metal_stack.png
Scale: 2 px per micron.
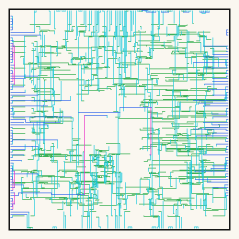
pins.png
Scale: 3 px per micron. Pins as bars across the die edge, other pins in gray.
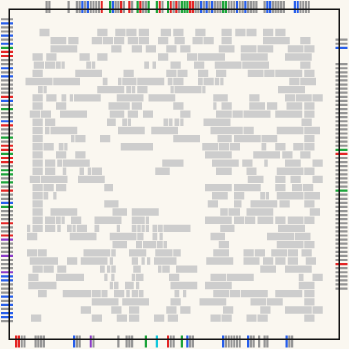
density.png
Scale: 3 px per micron. 11 x 11 tiles, from black (low) to pale yellow (high), 0 to 100% covered.
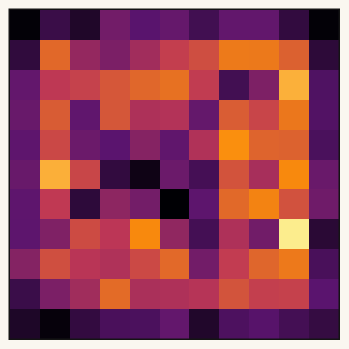
final_clocks.png
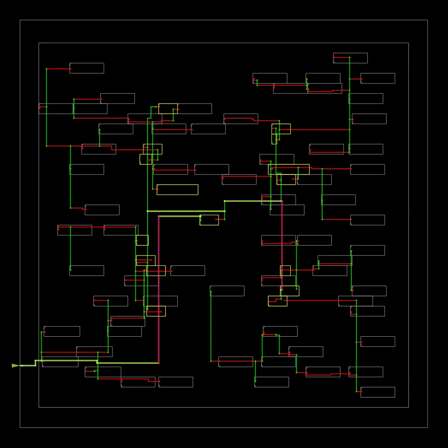
cell_classes.png
Scale: 2 px per micron.
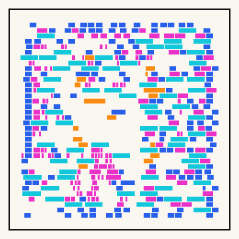
--- src/rtl/qspi_mem_arbiter_if.sv ---
// Bus bundle between the two CPU Wishbone masters, the arbiter and the QSPI controller.
// The slave modport is the arbiter's view; the master modport is the surrounding system.
interface qspi_mem_arbiter_if;
   logic        ibus_stb_i;
   logic [24:0] ibus_adr_i;
   logic        ibus_ack_o;
   logic [31:0] ibus_dat_o;

   logic        dbus_stb_i;
   logic        dbus_we_i;
   logic [3:0]  dbus_be_i;
   logic [24:0] dbus_adr_i;
   logic [31:0] dbus_dat_i;
   logic        dbus_ack_o;
   logic [31:0] dbus_dat_o;

   logic        mem_stb_o;
   logic        mem_we_o;
   logic [3:0]  mem_be_o;
   logic [21:0] mem_adr_o;
   logic [31:0] mem_dat_o;
   logic        mem_sel_rom_ram_o;
   logic        mem_ack_i;
   logic [31:0] mem_dat_i;

   logic        wp_viol_o;

   modport slave (
      input  ibus_stb_i, ibus_adr_i,
      output ibus_ack_o, ibus_dat_o,
      input  dbus_stb_i, dbus_we_i, dbus_be_i, dbus_adr_i, dbus_dat_i,
      output dbus_ack_o, dbus_dat_o,
      output mem_stb_o, mem_we_o, mem_be_o, mem_adr_o, mem_dat_o, mem_sel_rom_ram_o,
      input  mem_ack_i, mem_dat_i,
      output wp_viol_o
   );

   modport master (
      output ibus_stb_i, ibus_adr_i,
      input  ibus_ack_o, ibus_dat_o,
      output dbus_stb_i, dbus_we_i, dbus_be_i, dbus_adr_i, dbus_dat_i,
      input  dbus_ack_o, dbus_dat_o,
      input  mem_stb_o, mem_we_o, mem_be_o, mem_adr_o, mem_dat_o, mem_sel_rom_ram_o,
      output mem_ack_i, mem_dat_i,
      input  wp_viol_o
   );
endinterface

--- src/rtl/qspi_mem_arbiter.sv ---
// Two-master (ibus/dbus) arbiter and request latch in front of the shared QSPI memory controller.
// Optional ROM write protection is enabled by defining QSPI_ARB_ROM_WP_EN.
module qspi_mem_arbiter #(
   parameter int unsigned FAIR_LIMIT = 4
) (
   input  logic              clk_i,
   input  logic              rst_in,
   qspi_mem_arbiter_if.slave bus
);

   localparam int unsigned      FCW      = $clog2(FAIR_LIMIT + 1);
   localparam logic [FCW-1:0]   FAIR_MAX = FCW'(FAIR_LIMIT);

   typedef enum logic [2:0] {
      ST_IDLE   = 3'd0,
      ST_BUSY_I = 3'd1,
      ST_BUSY_D = 3'd2,
`ifdef QSPI_ARB_ROM_WP_EN
      ST_WP_ACK = 3'd3,
`endif
      ST_GAP    = 3'd4
   } state_t;

   state_t            state_q, state_d;
   logic              mem_stb_q, mem_stb_d;
   logic              mem_we_q, mem_we_d;
   logic [3:0]        mem_be_q, mem_be_d;
   logic [21:0]       mem_adr_q, mem_adr_d;
   logic [31:0]       mem_dat_q, mem_dat_d;
   logic              mem_sel_q, mem_sel_d;
   logic [FCW-1:0]    fair_cnt_q, fair_cnt_d;
`ifdef QSPI_ARB_ROM_WP_EN
   logic              wp_viol_q, wp_viol_d;
   logic              wp_hit_s;
`endif

   logic              pick_d_s;
   logic              pick_i_s;
   logic              ibus_ack_s;
   logic              dbus_ack_s;
   logic [31:0]       dbus_dat_s;
   logic              unused_s;

   // Word-aligned controller: the byte-offset bits never reach it.
   assign unused_s = ^{bus.ibus_adr_i[1:0], bus.dbus_adr_i[1:0]};

   // Registers: FSM state, latched request and fairness counter.
   always_ff @(posedge clk_i or negedge rst_in) begin
      if (!rst_in) begin
         state_q    <= ST_IDLE;
         mem_stb_q  <= 1'b0;
         mem_we_q   <= 1'b0;
         mem_be_q   <= 4'hF;
         mem_adr_q  <= 22'd0;
         mem_dat_q  <= 32'd0;
         mem_sel_q  <= 1'b0;
         fair_cnt_q <= '0;
`ifdef QSPI_ARB_ROM_WP_EN
         wp_viol_q  <= 1'b0;
`endif
      end else begin
         state_q    <= state_d;
         mem_stb_q  <= mem_stb_d;
         mem_we_q   <= mem_we_d;
         mem_be_q   <= mem_be_d;
         mem_adr_q  <= mem_adr_d;
         mem_dat_q  <= mem_dat_d;
         mem_sel_q  <= mem_sel_d;
         fair_cnt_q <= fair_cnt_d;
`ifdef QSPI_ARB_ROM_WP_EN
         wp_viol_q  <= wp_viol_d;
`endif
      end
   end

   // Arbitration: dbus has priority until ibus has waited FAIR_LIMIT dbus grants.
   always_comb begin
      pick_d_s = 1'b0;
      pick_i_s = 1'b0;
      if (state_q == ST_IDLE) begin
         if (bus.dbus_stb_i && !(bus.ibus_stb_i && (fair_cnt_q == FAIR_MAX))) begin
            pick_d_s = 1'b1;
         end else if (bus.ibus_stb_i) begin
            pick_i_s = 1'b1;
         end else begin
            pick_i_s = 1'b0;
         end
      end else begin
         pick_d_s = 1'b0;
      end
`ifdef QSPI_ARB_ROM_WP_EN
      wp_hit_s = pick_d_s && bus.dbus_we_i && !bus.dbus_adr_i[24];
`endif
   end

   // Next state and next values of the latched controller request.
   always_comb begin
      state_d    = state_q;
      mem_stb_d  = mem_stb_q;
      mem_we_d   = mem_we_q;
      mem_be_d   = mem_be_q;
      mem_adr_d  = mem_adr_q;
      mem_dat_d  = mem_dat_q;
      mem_sel_d  = mem_sel_q;
      fair_cnt_d = fair_cnt_q;
`ifdef QSPI_ARB_ROM_WP_EN
      wp_viol_d  = wp_viol_q;
`endif
      case (state_q)
         ST_IDLE: begin
            if (!bus.ibus_stb_i) begin
               fair_cnt_d = '0;
            end else begin
               fair_cnt_d = fair_cnt_q;
            end
            if (pick_d_s) begin
               if (bus.ibus_stb_i && (fair_cnt_q != FAIR_MAX)) begin
                  fair_cnt_d = fair_cnt_q + FCW'(1);
               end else begin
                  fair_cnt_d = fair_cnt_d;
               end
`ifdef QSPI_ARB_ROM_WP_EN
               // Blocked ROM write: answered locally, controller never sees it.
               if (wp_hit_s) begin
                  state_d   = ST_WP_ACK;
                  wp_viol_d = 1'b1;
               end else
`endif
               begin
                  state_d   = ST_BUSY_D;
                  mem_stb_d = 1'b1;
                  mem_we_d  = bus.dbus_we_i;
                  mem_be_d  = bus.dbus_be_i;
                  mem_adr_d = bus.dbus_adr_i[23:2];
                  mem_dat_d = bus.dbus_dat_i;
                  mem_sel_d = bus.dbus_adr_i[24];
               end
            end else if (pick_i_s) begin
               fair_cnt_d = '0;
               state_d    = ST_BUSY_I;
               mem_stb_d  = 1'b1;
               mem_we_d   = 1'b0;
               mem_be_d   = 4'hF;
               mem_adr_d  = bus.ibus_adr_i[23:2];
               mem_sel_d  = bus.ibus_adr_i[24];
            end else begin
               state_d = ST_IDLE;
            end
         end
         ST_BUSY_I, ST_BUSY_D: begin
            if (bus.mem_ack_i) begin
               mem_stb_d = 1'b0;
               state_d   = ST_GAP;
            end else begin
               state_d = state_q;
            end
         end
`ifdef QSPI_ARB_ROM_WP_EN
         ST_WP_ACK: state_d = ST_GAP;
`endif
         ST_GAP:    state_d = ST_IDLE;
         default: begin
            state_d   = ST_IDLE;
            mem_stb_d = 1'b0;
         end
      endcase
   end

   // Acknowledge routing to the granted master.
   always_comb begin
      ibus_ack_s = 1'b0;
      dbus_ack_s = 1'b0;
      dbus_dat_s = bus.mem_dat_i;
      case (state_q)
         ST_BUSY_I: ibus_ack_s = bus.mem_ack_i;
         ST_BUSY_D: dbus_ack_s = bus.mem_ack_i;
`ifdef QSPI_ARB_ROM_WP_EN
         ST_WP_ACK: begin
            dbus_ack_s = 1'b1;
            dbus_dat_s = 32'd0;
         end
`endif
         default: begin
            ibus_ack_s = 1'b0;
            dbus_ack_s = 1'b0;
         end
      endcase
   end

   assign bus.ibus_ack_o        = ibus_ack_s;
   assign bus.ibus_dat_o        = bus.mem_dat_i;
   assign bus.dbus_ack_o        = dbus_ack_s;
   assign bus.dbus_dat_o        = dbus_dat_s;
   assign bus.mem_stb_o         = mem_stb_q;
   assign bus.mem_we_o          = mem_we_q;
   assign bus.mem_be_o          = mem_be_q;
   assign bus.mem_adr_o         = mem_adr_q;
   assign bus.mem_dat_o         = mem_dat_q;
   assign bus.mem_sel_rom_ram_o = mem_sel_q;
`ifdef QSPI_ARB_ROM_WP_EN
   assign bus.wp_viol_o         = wp_viol_q;
`else
   assign bus.wp_viol_o         = 1'b0;
`endif

endmodule

--- src/flat_wrapper.sv ---
// flat-port wrapper written by rule: the top's interface ports become plain ports
module qspi_mem_arbiter_flat 
#(
   parameter int unsigned FAIR_LIMIT = 4
)
  (clk_i, rst_in, bus_ibus_stb_i, bus_ibus_adr_i, bus_ibus_ack_o, bus_ibus_dat_o, bus_dbus_stb_i, bus_dbus_we_i, bus_dbus_be_i, bus_dbus_adr_i, bus_dbus_dat_i, bus_dbus_ack_o, bus_dbus_dat_o, bus_mem_stb_o, bus_mem_we_o, bus_mem_be_o, bus_mem_adr_o, bus_mem_dat_o, bus_mem_sel_rom_ram_o, bus_mem_ack_i, bus_mem_dat_i, bus_wp_viol_o);
  qspi_mem_arbiter_if bus_i ();
  input  logic clk_i;
  input  logic rst_in;
  input wire logic [$bits(bus_i.ibus_stb_i)-1:0] bus_ibus_stb_i;
  input wire logic [$bits(bus_i.ibus_adr_i)-1:0] bus_ibus_adr_i;
  output wire logic [$bits(bus_i.ibus_ack_o)-1:0] bus_ibus_ack_o;
  output wire logic [$bits(bus_i.ibus_dat_o)-1:0] bus_ibus_dat_o;
  input wire logic [$bits(bus_i.dbus_stb_i)-1:0] bus_dbus_stb_i;
  input wire logic [$bits(bus_i.dbus_we_i)-1:0] bus_dbus_we_i;
  input wire logic [$bits(bus_i.dbus_be_i)-1:0] bus_dbus_be_i;
  input wire logic [$bits(bus_i.dbus_adr_i)-1:0] bus_dbus_adr_i;
  input wire logic [$bits(bus_i.dbus_dat_i)-1:0] bus_dbus_dat_i;
  output wire logic [$bits(bus_i.dbus_ack_o)-1:0] bus_dbus_ack_o;
  output wire logic [$bits(bus_i.dbus_dat_o)-1:0] bus_dbus_dat_o;
  output wire logic [$bits(bus_i.mem_stb_o)-1:0] bus_mem_stb_o;
  output wire logic [$bits(bus_i.mem_we_o)-1:0] bus_mem_we_o;
  output wire logic [$bits(bus_i.mem_be_o)-1:0] bus_mem_be_o;
  output wire logic [$bits(bus_i.mem_adr_o)-1:0] bus_mem_adr_o;
  output wire logic [$bits(bus_i.mem_dat_o)-1:0] bus_mem_dat_o;
  output wire logic [$bits(bus_i.mem_sel_rom_ram_o)-1:0] bus_mem_sel_rom_ram_o;
  input wire logic [$bits(bus_i.mem_ack_i)-1:0] bus_mem_ack_i;
  input wire logic [$bits(bus_i.mem_dat_i)-1:0] bus_mem_dat_i;
  output wire logic [$bits(bus_i.wp_viol_o)-1:0] bus_wp_viol_o;
  assign bus_i.ibus_stb_i = bus_ibus_stb_i;
  assign bus_i.ibus_adr_i = bus_ibus_adr_i;
  assign bus_ibus_ack_o = bus_i.ibus_ack_o;
  assign bus_ibus_dat_o = bus_i.ibus_dat_o;
  assign bus_i.dbus_stb_i = bus_dbus_stb_i;
  assign bus_i.dbus_we_i = bus_dbus_we_i;
  assign bus_i.dbus_be_i = bus_dbus_be_i;
  assign bus_i.dbus_adr_i = bus_dbus_adr_i;
  assign bus_i.dbus_dat_i = bus_dbus_dat_i;
  assign bus_dbus_ack_o = bus_i.dbus_ack_o;
  assign bus_dbus_dat_o = bus_i.dbus_dat_o;
  assign bus_mem_stb_o = bus_i.mem_stb_o;
  assign bus_mem_we_o = bus_i.mem_we_o;
  assign bus_mem_be_o = bus_i.mem_be_o;
  assign bus_mem_adr_o = bus_i.mem_adr_o;
  assign bus_mem_dat_o = bus_i.mem_dat_o;
  assign bus_mem_sel_rom_ram_o = bus_i.mem_sel_rom_ram_o;
  assign bus_i.mem_ack_i = bus_mem_ack_i;
  assign bus_i.mem_dat_i = bus_mem_dat_i;
  assign bus_wp_viol_o = bus_i.wp_viol_o;
  qspi_mem_arbiter #(.FAIR_LIMIT(FAIR_LIMIT)) u_core (.clk_i(clk_i), .rst_in(rst_in), .bus(bus_i));
endmodule
--- config.mk ---
export PLATFORM = sky130hd
export DESIGN_NAME = qspi_mem_arbiter_flat
export DESIGN_NICKNAME = d
export VERILOG_FILES = /design/src/rtl/qspi_mem_arbiter_if.sv /design/src/rtl/qspi_mem_arbiter.sv /design/src/flat_wrapper.sv
export SDC_FILE = /design/constraint.sdc
export NUM_CORES = 1
export LEC_CHECK = 0
export CORE_MARGIN = 5
export CORE_UTILIZATION = 35
export DETAILED_ROUTE_END_ITERATION = 8
export PLACE_DENSITY_LB_ADDON = 0.08
export SYNTH_ARGS = -nofsm -noshare
export SYNTH_HDL_FRONTEND = slang
export SYNTH_SLANG_ARGS = --single-unit
--- constraint.sdc ---
create_clock -name clk_i -period 2.2 [get_ports clk_i]
set_input_delay 0.22 -clock clk_i [delete_from_list [all_inputs] [get_ports clk_i]]
set_output_delay 0.22 -clock clk_i [all_outputs]
set_load 0.01 [all_outputs]
==> results.txt <==
Summary of implementation figures.

Outcome
The flow ran to the end, and the final reports show no timing, DRC or antenna violations.

Logic synthesis
The post-synthesis area per instance is 11.7 sq um. The area of the mapped netlist is 3470 sq um. The post-synth count of flops with an enable pin is 0. The sequential area share after synthesis is 48.5%.

Pwr
The leakage component of the power was reported as 2.22 nW. The combinational power share is 49.2%. The combinational power is approximately 3.3 mW.

Floorplanning
The count of inserted tapcells is ~130. The die outline area is 12000 sq um.

Flow run
The number of max-cap violations is 0.

Drt
The detailed router finished its first iteration with approximately 94 violations. The total iterations of the first detailed-routing run is 5. The routed metal-1 wirelength is 3.56 mm.

Critical path
Walking the worst path, the cells encountered are nor2_1 -> nand2_1 -> nor2_1 -> clkdlybuf4s50_1. The logic depth of the worst register-to-register path is 7. The kind of cell adding the most delay to the critical path is buffers and inverters. The most repeated library cell on the critical path is sky130_fd_sc_hd__nor2_1. Of all nets on the critical path, the largest fanout is 8. For reference, the most critical setup path is categorized as flop to output pin.

The register-to-register path setup slack is approximately 0.36 ns.

Global route
Per the GRT log, the top usage layer is met2. The initial antenna violation count came to 0. Routing resource usage on met1 recorded by global route was 17.1%.

Clock network
At the later pin of the worst-skew pair, clock insertion delay measures 0.34 ns. The maximum buffer depth of the clock tree is 2. TritonCTS built the clock tree.

Layout
The clock-cell share of area is approximately 4.6%. Between the synthesized netlist and the finished layout, the area growth was recorded as 40.6%. The finished layout holds 522 standard cells, fillers aside.

Final timing
The end-of-flow timing check tallies setup violations at 0.

Worst hold path
The tightest min-delay check is of the primary input to output pin type.
-- metal_stack.png (at the start) --
cyan -> met2  # wire length 3400 microns
blue -> met3  # wire length 819 microns
magenta -> met4  # wire length 118 microns
green -> met1  # wire length 3560 microns
global router's overall resource usage: 13.3%
routed length per placed instance: 15.1 microns
final WL: 7.90 mm
vias post-DR: 2293

-- pins.png (at the start) --
green -> `bus_mem_adr_o`  # pins 22, direction output, edge 10 north, 8 west, 2 east, 2 south
red -> `bus_dbus_adr_i`  # pins 25, direction input, edge 11 west, 9 north, 3 south, 2 east
cyan -> `bus_ibus_stb_i`  # pins 1, direction input, edge south
purple -> `bus_mem_be_o`  # pins 4, direction output, edge 3 west, 1 south
blue -> `bus_mem_dat_i`  # pins 32, direction input, edge 14 west, 12 north, 5 south, 1 east
all pins by edge = 76 north, 75 west, 59 east, 42 south
height of the die: 110 microns
buffers added on ports: 150
die extent in x: 110 microns

-- density.png (at the start) --
tiles over 75% full = 3.3%
densest ninth of the die = east
fullest tile = 96%
FP Util: 35.6%
CORE AREA: 9730 sq um
post-route core utilization: 50.1%

-- final_clocks.png (at the start) --
worst-case clock skew: 0.0125 ns
clock net sink count: 67

-- cell_classes.png (at the start) --
cyan -> flip-flops  # cells 67
magenta -> all other logic  # cells 149
blue -> other buffers and delay cells  # cells 157
orange -> clock drivers and dummy loads  # cells 16
sequential portion of the cell area: 34.5%
# rows: 36
post-route standard cell area excluding fillers: 4870 sq um

Power figures rest on the tool's default switching activity, not on a simulated workload.
